===== config.mk =====
export PLATFORM = sky130hd
export DESIGN_NAME = clock_mode_ctrl
export DESIGN_NICKNAME = d
export VERILOG_FILES = /design/src/rtl/clock_mode_ctrl.sv
export SDC_FILE = /design/constraint.sdc
export NUM_CORES = 1
export LEC_CHECK = 0
export ABC_AREA = 1
export CORE_ASPECT_RATIO = 1.25
export CORE_UTILIZATION = 40
export DETAILED_ROUTE_END_ITERATION = 6
export PLACE_DENSITY = 0.66
export SYNTH_ARGS = -nofsm -noshare
export SYNTH_HDL_FRONTEND = slang
export SYNTH_SLANG_ARGS = --single-unit

===== constraint.sdc =====
create_clock -name clk_i -period 2.8 [get_ports clk_i]
set_input_delay 0.56 -clock clk_i [delete_from_list [all_inputs] [get_ports clk_i]]
set_output_delay 0.56 -clock clk_i [all_outputs]
set_load 0.01 [all_outputs]

===== src/rtl/clock_mode_ctrl.sv =====
// Mode sequencer for the mm:ss clock: RUN/STOP/SET_MIN/SET_SEC, blink gating and UP-key handling.
// Define CLOCK_AUTO_REPEAT_EN to build the UP-key auto-repeat counter.
module clock_mode_ctrl #(
  parameter int unsigned RepeatDly  = 4,
  parameter int unsigned RepeatRate = 2,
  parameter int unsigned BlinkHalf  = 4
) (
  input  logic       clk_i,
  input  logic       rst_ni,
  input  logic       tick_1hz_i,
  input  logic       tick_8hz_i,
  input  logic       mode_i,
  input  logic       clr_i,
  input  logic       up_i,
  input  logic       ca_sec_i,
  output logic       sec_en_o,
  output logic       sec_inc_o,
  output logic       sec_clr_o,
  output logic       min_en_o,
  output logic       min_inc_o,
  output logic       min_clr_o,
  output logic       disp_sec_o,
  output logic       disp_min_o,
  output logic [1:0] state_o
);

  typedef enum logic [1:0] {
    StRun    = 2'b00,
    StStop   = 2'b01,
    StSetMin = 2'b10,
    StSetSec = 2'b11
  } state_e;

  localparam logic [7:0] BlinkHalfW = 8'(BlinkHalf);

  state_e     state_q, state_d;
  logic       sec_en_q, sec_en_d, sec_inc_q, sec_inc_d, sec_clr_q, sec_clr_d;
  logic       min_en_q, min_en_d, min_inc_q, min_inc_d, min_clr_q, min_clr_d;
  logic       disp_sec_q, disp_sec_d, disp_min_q, disp_min_d;
  logic       up_prev_q;
  logic [7:0] blink_cnt_q, blink_cnt_d, blink_nxt;
  logic       in_set, up_rise, rpt_fire, inc_req;

  assign in_set  = (state_q == StSetMin) || (state_q == StSetSec);
  assign up_rise = up_i & ~up_prev_q;

`ifdef CLOCK_AUTO_REPEAT_EN
  localparam logic [8:0] RptFirst = 9'(RepeatDly);
  localparam logic [8:0] RptNext  = 9'(RepeatDly + RepeatRate);

  logic [7:0] rpt_cnt_q, rpt_cnt_d;
  logic [8:0] rpt_inc;

  // After the first repeat the counter is parked at RepeatDly so later pulses land every RepeatRate.
  always_comb begin
    rpt_cnt_d = rpt_cnt_q;
    rpt_fire  = 1'b0;
    rpt_inc   = {1'b0, rpt_cnt_q} + 9'd1;
    if (!in_set || !up_i || mode_i) begin
      rpt_cnt_d = '0;
    end else if (tick_8hz_i) begin
      if (rpt_inc == RptFirst) begin
        rpt_fire  = 1'b1;
        rpt_cnt_d = rpt_inc[7:0];
      end else if (rpt_inc == RptNext) begin
        rpt_fire  = 1'b1;
        rpt_cnt_d = RptFirst[7:0];
      end else if (rpt_cnt_q != 8'hff) begin
        rpt_cnt_d = rpt_inc[7:0];
      end
    end
  end

  always_ff @(posedge clk_i or negedge rst_ni) begin
    if (!rst_ni) rpt_cnt_q <= '0;
    else         rpt_cnt_q <= rpt_cnt_d;
  end
`else
  logic unused_cfg;
  assign unused_cfg = ^{RepeatDly[7:0], RepeatRate[7:0]};
  assign rpt_fire   = 1'b0;
`endif

  always_comb begin
    state_d     = state_q;
    sec_en_d    = 1'b0;
    sec_inc_d   = 1'b0;
    sec_clr_d   = 1'b0;
    min_en_d    = 1'b0;
    min_inc_d   = 1'b0;
    min_clr_d   = 1'b0;
    disp_sec_d  = disp_sec_q;
    disp_min_d  = disp_min_q;
    blink_cnt_d = blink_cnt_q;
    blink_nxt   = (blink_cnt_q == 8'hff) ? 8'hff : blink_cnt_q + 8'd1;
    inc_req     = (up_rise | rpt_fire) & ~mode_i;

    unique case (state_q)
      StRun: begin
        sec_en_d = tick_1hz_i;
        min_en_d = ca_sec_i;
      end
      StSetMin: min_inc_d = inc_req;
      StSetSec: sec_inc_d = inc_req;
      default: ;
    endcase

    if (state_q != StRun) begin
      sec_clr_d = clr_i;
      min_clr_d = clr_i;
    end

    if (in_set && tick_8hz_i) begin
      if (blink_nxt == BlinkHalfW) begin
        blink_cnt_d = '0;
        if (state_q == StSetMin) disp_min_d = ~disp_min_q;
        else                     disp_sec_d = ~disp_sec_q;
      end else begin
        blink_cnt_d = blink_nxt;
      end
    end

    // Mode order matches the binary encoding, so advancing is a wrapping increment.
    if (mode_i) begin
      state_d     = state_e'(state_q + 2'd1);
      blink_cnt_d = '0;
      disp_sec_d  = 1'b1;
      disp_min_d  = 1'b1;
    end
  end

  always_ff @(posedge clk_i or negedge rst_ni) begin
    if (!rst_ni) begin
      state_q     <= StRun;
      sec_en_q    <= 1'b0;
      sec_inc_q   <= 1'b0;
      sec_clr_q   <= 1'b0;
      min_en_q    <= 1'b0;
      min_inc_q   <= 1'b0;
      min_clr_q   <= 1'b0;
      disp_sec_q  <= 1'b1;
      disp_min_q  <= 1'b1;
      blink_cnt_q <= '0;
      up_prev_q   <= 1'b1;
    end else begin
      state_q     <= state_d;
      sec_en_q    <= sec_en_d;
      sec_inc_q   <= sec_inc_d;
      sec_clr_q   <= sec_clr_d;
      min_en_q    <= min_en_d;
      min_inc_q   <= min_inc_d;
      min_clr_q   <= min_clr_d;
      disp_sec_q  <= disp_sec_d;
      disp_min_q  <= disp_min_d;
      blink_cnt_q <= blink_cnt_d;
      up_prev_q   <= up_i;
    end
  end

  assign sec_en_o   = sec_en_q;
  assign sec_inc_o  = sec_inc_q;
  assign sec_clr_o  = sec_clr_q;
  assign min_en_o   = min_en_q;
  assign min_inc_o  = min_inc_q;
  assign min_clr_o  = min_clr_q;
  assign disp_sec_o = disp_sec_q;
  assign disp_min_o = disp_min_q;
  assign state_o    = state_q;

endmodule


==> impl_metrics.json <==
{
  "run_status": "finished clean",
  "core-area_um2": 2260,
  "power_per_cell_area_nw_per_um2": 603,
  "synth.distinct_cells": 21,
  "clkSinkCount": 18,
  "achievable-frequency_mhz": 516,
  "fraction_of_the_yosys_area_taken_by_sequential_cells": 0.462,
  "timing.max_cap.violations": 0,
  "cts_buffers": 3,
  "top_family_by_delay_on_critical_path": "flip-flops",
  "preCtsSetupSlack_ns": 0.895,
  "synthesis.yosys.warnings": 0,
  "yosys_area_um2": 982,
  "cp-end-kind": "output port",
  "max_stage_delay_on_crit_path_ns": 0.56,
  "syn-num-nets": 135,
  "finalSetupViolations": 0,
  "timing.critical_path.arrival_ns": 1.38,
  "ys.flops": 18,
  "criticalPathCategory": "reg2out",
  "pre_placement_core_utilization": 0.435,
  "chipWidth_um": 46.3,
  "globalRoute.totalOverflow": 0,
  "drive_above_1_share": 0.147,
  "post_cts.repair.setup_buffers": 0,
  "ctsLongestPathBuffers": 2,
  "cp_slowest_cell": "sky130_fd_sc_hd__dfstp_2",
  "post_cts_sizing": 0,
  "area_delta_synth_final_pct": 24.2,
  "grt_start_max_net_pins": 19,
  "final_period_minus_worst_setup_slack_ns": 1.94,
  "detailedRoute.firstIterationViolations": 19,
  "relSlewSlack": 0.464,
  "placementRows": 19,
  "cts.htree.levels": 1,
  "slew_violations": 0,
  "worstMarginPinSlew_ns": 0.802,
  "hold_path.class": "reg2reg",
  "grt_antenna_before_repair": 0,
  "worst_clock_skew_ns": 0.00210,
  "clock_tree_from_tritoncts": "yes",
  "synth_area_um2": 982,
  "via_per_inst": 4.87,
  "clkLatencyLatePin_ns": 0.29,
  "startpoint_type": "register",
  "warning_count": 28,
  "synth_stat.cells": 123,
  "finalHoldViolations": 0,
  "final_nets": 156,
  "antenna_left": 0,
  "highest_ir_drop_seen_on_vdd_mv": 0.526,
  "netlist_instances": 123,
  "synth.avg_cell_area_um2": 7.99,
  "cts_hold_repair.buffers": 0,
  "grt_first_pass_wirelength_mm": 3.42,
  "timing.setup.tns_ns": 0,
  "grt_setup_unrepaired": "no",
  "cts-root-buf": "sky130_fd_sc_hd__clkbuf_4",
  "cp_data_required_time_ns": 2.24,
  "drc": 0,
  "chip_area_um2": 2660,
  "cp.buffers_inverters": 1,
  "die_height_um": 57.4,
  "worst-path-max-fanout": 3,
  "globalplace.congestion": 0.927,
  "clk_pin_slew_ns": 0.10,
  "final_antenna_diode_count": 0
}
[cell usage after synthesis, drive strengths merged]
master	number	area share
xor2	1	0.0089
nand2	38	0.16
a21oi	4	0.020
inv	20	0.076
buf	1	0.0076
nor2	10	0.054
dfstp	3	0.080
nor3	2	0.010
o22ai	3	0.019
ha	4	0.051
nand4	3	0.019
dfrtp	15	0.38
nand3	9	0.061
o21ai	10	0.055
[area by class of cell]
cell class | count | area (um^2)
clock buffer | 4 | 36.3
tap | 31 | 38.8
timing repair buffer | 17 | 170
sequential | 18 | 454
fill | 211 | 1040
inverter | 20 | 75.1
multi-input combinational | 84 | 445
[cell families (layout without fill, tap and decap cells)]
logic type               after synthesis  in the layout  synth area share
flip-flops                            18             18             0.462
adder cells (fa/ha/maj)                4              4            0.0510
buffers and inverters                 21             41            0.0841
XOR/XNOR                               1              1           0.00892
AND/OR/NAND/NOR                       62             62             0.299
AND-OR/OR-AND                         17             17            0.0943
[per-stage QoR]
stage,area (um^2),hold slack [ns],instances,utilization
finish,1220,0.484,174,0.540
global placement,1180,0.463,170,0.524
detailed placement,1180,0.468,170,0.524
CTS,1220,0.483,174,0.540
global route,1220,0.511,174,0.540
floorplan,982,0.264,123,-
[registers in the layout (all words and copies together), names as in the netlist]
| register | flops |
|---|---|
| blink_cnt_q | 8 |
| disp_min_o | 1 |
| disp_sec_o | 1 |
| min_clr_o | 1 |
| min_en_o | 1 |
| min_inc_o | 1 |
| sec_en_o | 1 |
| sec_inc_o | 1 |
| state_o | 2 |
| up_prev_q | 1 |
[final timing paths]
path	start	end	slack (ns)	cells after the start
worst max-delay path	disp_min_o	disp_min_o	0.86	1
worst min-delay path	disp_sec_o	disp_sec_o	0.48	2
worst max register to register	blink_cnt_q[1]	disp_sec_o	1.15	11
worst min register to register	disp_sec_o	disp_sec_o	0.48	2
max in group asynchronous	rst_ni	blink_cnt_q[6]	1.58	1
min in group asynchronous	rst_ni	min_clr_o	0.72	1
[per-layer routing]
metal  track usage  wire length, um  vias up  part of all wire
met4        0.0882               32        0             0.016
met2         0.296             1020       22              0.51
met5             0                0        -                 0
met1         0.213              862      391              0.43
li1              -                -      431                 -
met3        0.0316               78        4             0.039
[placed cells by master, fill, tap and decap left out, types with 4 or more instances in the layout]
master,Yosys,layout
sky130_fd_sc_hd__nand2_1,34,34
sky130_fd_sc_hd__inv_1,18,18
sky130_fd_sc_hd__clkdlybuf4s50_1,0,17
sky130_fd_sc_hd__dfrtp_1,15,15
sky130_fd_sc_hd__nor2_1,6,6
sky130_fd_sc_hd__nand3_1,6,6
sky130_fd_sc_hd__o21ai_1,5,5
sky130_fd_sc_hd__nand2_2,4,4
sky130_fd_sc_hd__o21ai_0,4,4
sky130_fd_sc_hd__a21oi_1,4,4
sky130_fd_sc_hd__ha_1,4,4
[where the power goes]
| part | switching, mW | leakage, nW | internal [mW] |
|---|---|---|---|
| logic | 0.133 | 0.317 | 0.114 |
| clock network | 0.0812 | 0.0210 | 0.0792 |
| registers | 0.0306 | 0.233 | 0.298 |
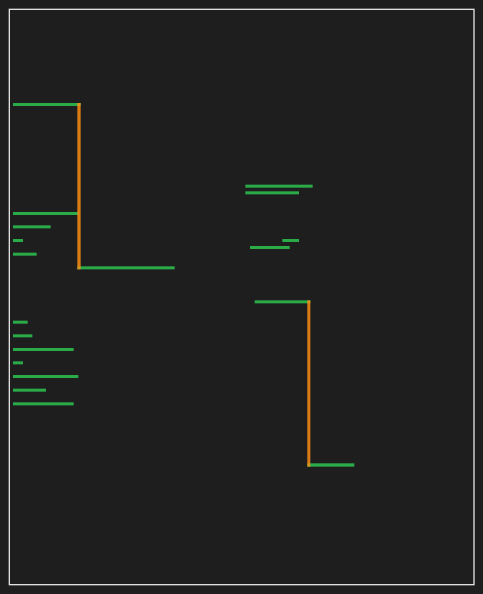
Fig. 1. Metal layers overlaid.
(10 px per um) Two of the layers only.
legend:
  green:
    layer: met3
    wire_length: 78.7 um
  orange:
    layer: met4
    wire_length: 32.6 um
post-DR wirelength/cell: 11.4 um
routed vias: 848
total wirelength of the detailed-routed design: 1.99 mm
total global routing track utilization: 0.178

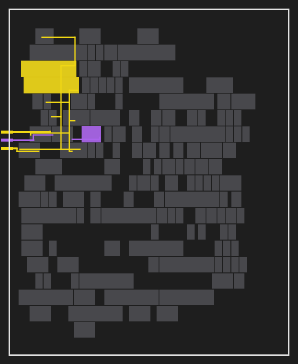
Fig. 2. Wires at chosen ports, followed through buffers.
(6 px per um)
legend:
  purple:
    port: tick_8hz_i
    bits: 1
    direction: input
    end_cells: 1
    buffers: 1
    wire: 12.5 um
  yellow:
    port: state_o
    bits: 2
    direction: output
    end_cells: 2
    buffers: 2
    wire: 73.1 um
Port Buffers: 17
number of I/O pins: 18

Power and IR drop assume default switching activity.
